==> config.mk <==
export PLATFORM = sky130hd
export DESIGN_NAME = operand_digit_entry
export DESIGN_NICKNAME = d
export VERILOG_FILES = /design/src/rtl/calc_pkg.sv /design/src/rtl/key_edge_sync.sv /design/src/rtl/operand_digit_entry.sv
export SDC_FILE = /design/constraint.sdc
export NUM_CORES = 1
export LEC_CHECK = 0
export ABC_AREA = 1
export CAP_MARGIN = 20
export CELL_PAD_IN_SITES_DETAIL_PLACEMENT = 1
export CELL_PAD_IN_SITES_GLOBAL_PLACEMENT = 1
export CORE_UTILIZATION = 33
export DETAILED_ROUTE_END_ITERATION = 7
export PLACE_DENSITY_LB_ADDON = 0.2
export SLEW_MARGIN = 10
export SYNTH_ARGS = -nofsm -noshare
export SYNTH_HDL_FRONTEND = slang
export SYNTH_HIERARCHICAL = 1
export SYNTH_SLANG_ARGS = --single-unit
==> constraint.sdc <==
create_clock -name Clock -period 1.6 [get_ports Clock]
set_input_delay 0.16 -clock Clock [delete_from_list [all_inputs] [get_ports Clock]]
set_output_delay 0.16 -clock Clock [all_outputs]
set_load 0.05 [all_outputs]
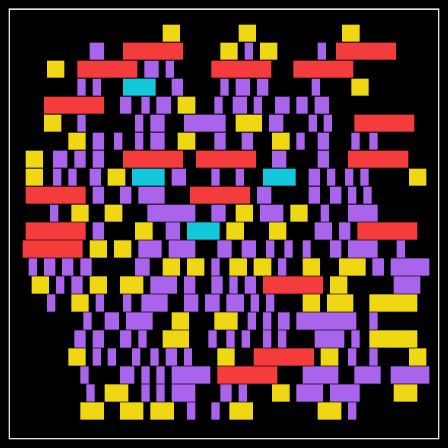
Figure 1: placement by cell class.
Key: sequential cells = red [cells 18]; combinational and other logic = purple [cells 153]; clock drivers and dummy loads = cyan [cells 4]; remaining buffers and delay cells = yellow [cells 56]
utilization after layout: 52.3%
number of placement rows: 22
final instance area: 1940 um^2
fraction of standard cell area that is sequential: 23.2%
placeable core region: 3720 um^2

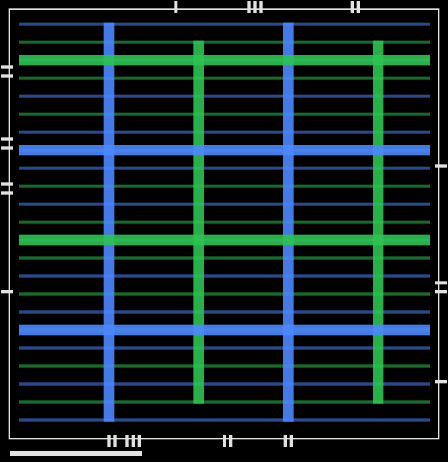
Figure 2: floorplan with the power grid.
The bar under the picture is 20 um long. Pins as bars on the die edge.
Key: VDD = green; VSS = blue
23 met1 rails follow the rows. 4 straps on met5. 4 straps on met4. The core has 22 rows.
x dimension of the die: 64.7 um
worst supply voltage drop on vdd: 409 uV
die extent in y: 64.7 um

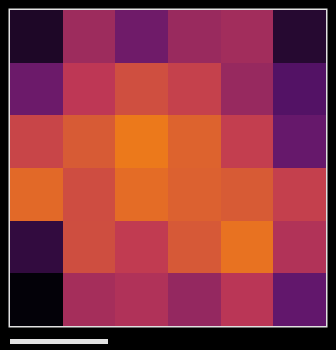
Figure 3: cell density map.
The bar under the picture is 20 um long. 6 x 6 tiles, from black (low) to pale yellow (high), 0 to 100% covered.
The mean over all tiles is 45%. 2.8% of the tiles are nearly empty. The fullest tile reaches 69%. The densest ninth of the die: middle.
Core Density at Floorplan: 34.9%

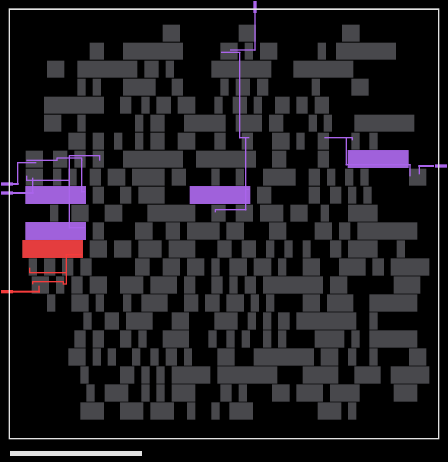
Figure 4: wires at chosen ports, followed through buffers.
The bar under the picture is 20 um long.
Key: `isNegative` = red [bits 1, direction output, edge left, end cells 1, buffers 1, wire 23.4 um]; `digit1` = purple [bits 4, direction output, edge 2 left, 1 right, 1 top, end cells 4, buffers 4, wire 118 um]
top-level I/O count: 26
count of port buffers added during placement: 25

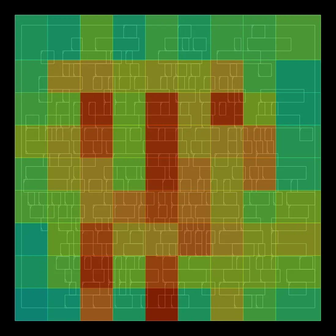
Figure 5: congestion heat map.
most utilized layer in the global route result: met2
Global Route met2 Usage: 38.7%

==> run notes <==
Implementation run completed; key figures follow.

Global route:
- The run puts the met3 usage in global routing at under 10%.

Worst setup path:
- The worst setup path is captured at a register.
- The run gives the arrival time reported for the critical path endpoint as 1780 ps.
- Per the timing report, the biggest fanout along the worst path comes to 6.
- In this design, the stage delay of the slowest critical-path cell is 420 ps.
- The slowest stage of the critical path belongs to the cell dfrtp_1.
- The run puts the number of buffers and inverters on the critical path at 2.

Placed design:
- Detailed placement reports a standard cell area of approximately 1700 um^2.

Final timing:
- The run gives the final count of pins violating max slew as 0.
- The run gives the final setup slack of the worst path as -26.8 ps.
- The run gives the number of setup violations in the final report as 15.
- The run gives the post-route setup TNS as -161 ps.

CTS:
- Per the CTS log, the root buffer master is clkbuf_8.
- The timing report gives the clock slew at the launch and capture registers of the worst setup and hold paths as roughly 80 ps.

Floorplan:
- The run gives the chip footprint as 4190 um^2.
- The flow inserted approximately 48 tap cells.

Synthesis:
- Post-synth the commonest register cell is dfrtp_1.
- The run puts the post-synthesis share of cell area spent on and-or and or-and gates at ~5.3%.
- The run gives the area figure in the yosys stat output as approximately 1300 um^2.
- The run puts the number of cells in Yosys stat at between 150 and 200.

Detailed routing:
- In the routed design, unresolved DRC markers number 0.
- The run puts the length of routed met2 wiring at around 2100 um.

Run status:
- The checks that failed: setup timing.
- The run finished, with violations left.

Cells and area:
- The run puts the flip-flop and latch area at 450 um^2.
- The top cell type in the final layout, fill and taps aside, is nand2_1.
- The run puts the clock buffer count at 4.
- The run puts the final-layout fill cell count at 468.
